<file path="src/rtl/reg_file_sb.sv">
// Parametrised register file with async reset, per-port write-to-read bypass and
// a per-register busy scoreboard that drives per-port hazard flags.
module reg_file_sb #(
    parameter int XLEN   = 32,
    parameter int NREGS  = 32,
    parameter int NRD    = 2,
    parameter int BYPASS = 1,
    localparam int AW    = $clog2(NREGS)
) (
    input  logic                clk,
    input  logic                rst,
    input  logic                rf_en,
    input  logic [AW-1:0]       rd,
    input  logic [XLEN-1:0]     wdata,
    input  logic [NRD*AW-1:0]   rs,
    output logic [NRD*XLEN-1:0] rdata,
    output logic [NRD-1:0]      rs_busy,
    input  logic                issue_en,
    input  logic [AW-1:0]       issue_rd,
    output logic [NREGS-1:0]    busy_vec
);

    logic [NREGS-1:0][XLEN-1:0] reg_q;
    logic [NREGS-1:0]           busy_q;
    logic                       wr_valid;

    // A write to register 0 is a no-op everywhere, so qualify it once here.
    assign wr_valid = rf_en && (rd != '0);

    assign reg_q[0]  = '0;
    assign busy_q[0] = 1'b0;

    genvar gi;
    generate
        for (gi = 1; gi < NREGS; gi++) begin : g_reg
            logic [XLEN-1:0] data_reg;
            logic            busy_reg;
            logic            wr_hit;
            logic            issue_hit;

            assign wr_hit    = wr_valid && (rd == AW'(gi));
            assign issue_hit = issue_en && (issue_rd == AW'(gi));

            always_ff @(posedge clk or posedge rst) begin
                if (rst) begin
                    data_reg <= '0;
                end else if (wr_hit) begin
                    data_reg <= wdata;
                end
            end

            // A new producer issuing on the same edge supersedes the retiring one.
            always_ff @(posedge clk or posedge rst) begin
                if (rst) begin
                    busy_reg <= 1'b0;
                end else if (issue_hit) begin
                    busy_reg <= 1'b1;
                end else if (wr_hit) begin
                    busy_reg <= 1'b0;
                end
            end

            assign reg_q[gi]  = data_reg;
            assign busy_q[gi] = busy_reg;
        end

        for (gi = 0; gi < NRD; gi++) begin : g_port
            logic [AW-1:0] addr;
            logic          fwd;

            assign addr = rs[gi*AW +: AW];
            assign fwd  = (BYPASS != 0) && wr_valid && (rd == addr);

            assign rdata[gi*XLEN +: XLEN] = fwd ? wdata : reg_q[addr];
            // Forwarded data resolves the hazard in the same cycle.
            assign rs_busy[gi] = busy_q[addr] && !fwd;
        end
    endgenerate

    assign busy_vec = busy_q;

endmodule

</file>
<file path="config.mk">
export PLATFORM = sky130hd
export DESIGN_NAME = reg_file_sb
export DESIGN_NICKNAME = d
export VERILOG_FILES = /design/src/rtl/reg_file_sb.sv
export SDC_FILE = /design/constraint.sdc
export NUM_CORES = 2
export LEC_CHECK = 0
export CORE_MARGIN = 8
export CORE_UTILIZATION = 39
export CTS_CLUSTER_SIZE = 24
export DETAILED_ROUTE_END_ITERATION = 8
export GPL_TIMING_DRIVEN = 0
export PLACE_DENSITY = 0.54
export REMOVE_ABC_BUFFERS = 1
export SKIP_CTS_REPAIR_TIMING = 1
export SYNTH_ARGS = -nofsm -noshare
export SYNTH_HDL_FRONTEND = slang
export SYNTH_SLANG_ARGS = --single-unit
</file>
<file path="constraint.sdc">
create_clock -name clk -period 36.3 [get_ports clk]
set_input_delay 3.63 -clock clk [delete_from_list [all_inputs] [get_ports clk]]
set_output_delay 3.63 -clock clk [all_outputs]
set_load 0.03 [all_outputs]
</file>
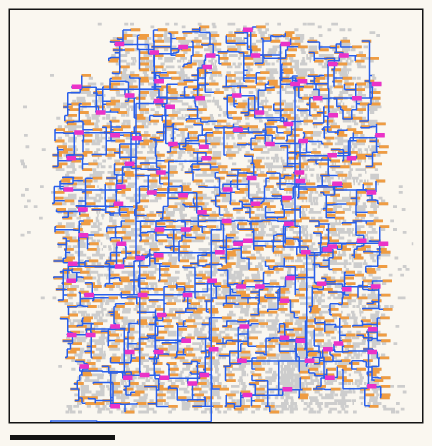
**Above:** clock network drawn from the DEF.
Scale bar: 100 um.
- blue: clock wires (length 14400 um)
- magenta: cells driving clock nets (count 114)
- orange: flip-flops (count 1023)
- flops lie: widely spread

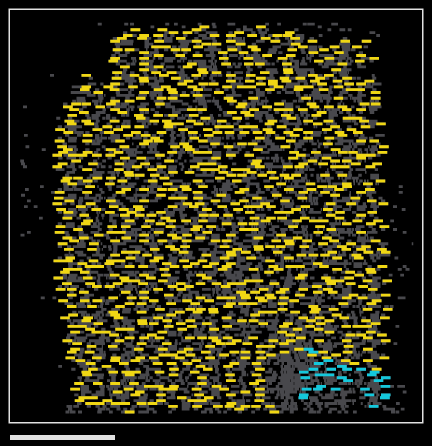
**Above:** sequential cells grouped by signal name.
Scale bar: 100 um.
- cyan: `g_reg.busy_reg` (flops 31; where lower right)
- yellow: `g_reg.data_reg` (flops 992; where widely spread)

==> results.sh <==
# source this file to load flow results
export IMPL_status="complete, no violations"
export IMPL_p_per_area_nw_per_um2=55.4
export IMPL_taps=1890
export IMPL_fin_nets=3954
export IMPL_ys_cells=3966
export IMPL_grt_util_met2_pct=39.6
export IMPL_p_switching_w=0.000972
export IMPL_cts_tree="built"
export IMPL_use_met1_pct=31.2
export IMPL_largest_reg_flops=992
export IMPL_final_cell_mix="mux2_2, dfrtp_1, mux4_2, nand2_1, mux2i_1"
export IMPL_clkCellAreaFrac_pct=6.38
export IMPL_async_flop_share_pct=100
export IMPL_swShare_pct=27.4
export IMPL_grt_pass1_vias=37700
export IMPL_ant_nets=0
export IMPL_seqPwrFrac_pct=43.0
export IMPL_seq_cell_count=1023
export IMPL_arrival_ps=7940
export IMPL_rr_worst_depth=1
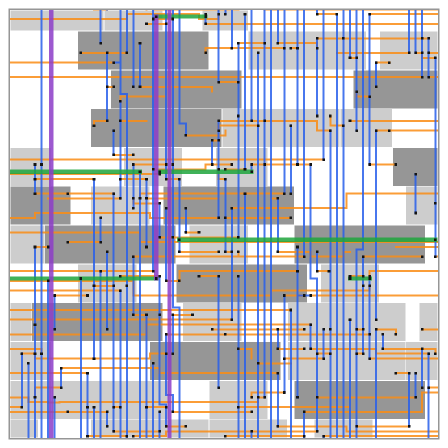
**Above:** zoomed window.
Region (280, 83) to (310, 113) um. Cells in gray, sequential cells in the stronger gray; small squares are vias.
- purple: met4
- blue: met2
- orange: met1
- green: met3
- sequential cells in the window: 11
- netlist names of flops here include: `g_reg.data_reg` (11)
- most frequent: mux2_2 (13), dfrtp_1 (11), mux4_2 (5)
- cells with their middle in the window: 34

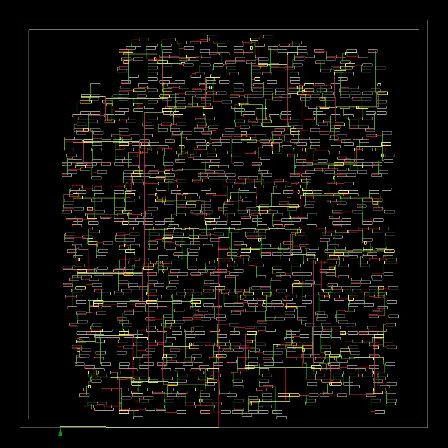
**Above:** the clock network.
CTS Buf Count: 114
Clock Power: 0.00126 W
CTS sink cnt: 1023
CLK BUF: 176
Insertion Delay late pin: 710 ps

[cells by family (layout without fill, tap and decap cells)]
logic type / after synthesis / count (layout) / synth area share [%]
AND-OR/OR-AND: 490 / 490 / 6.36
flip-flops: 1023 / 1023 / 46.2
XOR/XNOR: 10 / 10 / 0.158
buffers and inverters: 481 / 507 / 4.05
other: 1 / 1 / 0.00677
AND/OR/NAND/NOR: 359 / 359 / 2.99
multiplexers: 1602 / 1602 / 40.2
[per-stage QoR]
step / setup slack (ps) / power, W / cell area, sq um / hold WS [ps]
final: 24730 / 0.00355 / 64000 / 500
after global placement: -9980 / 0.00236 / 57100 / 473
after global routing: 24470 / 0.00371 / 64000 / 529
after CTS: 24660 / 0.00357 / 64000 / 501
after detailed placement: 24660 / 0.00231 / 59900 / 487
after floorplan: 3880 / 0.00204 / 53200 / 460
Power and IR drop assume default switching activity.
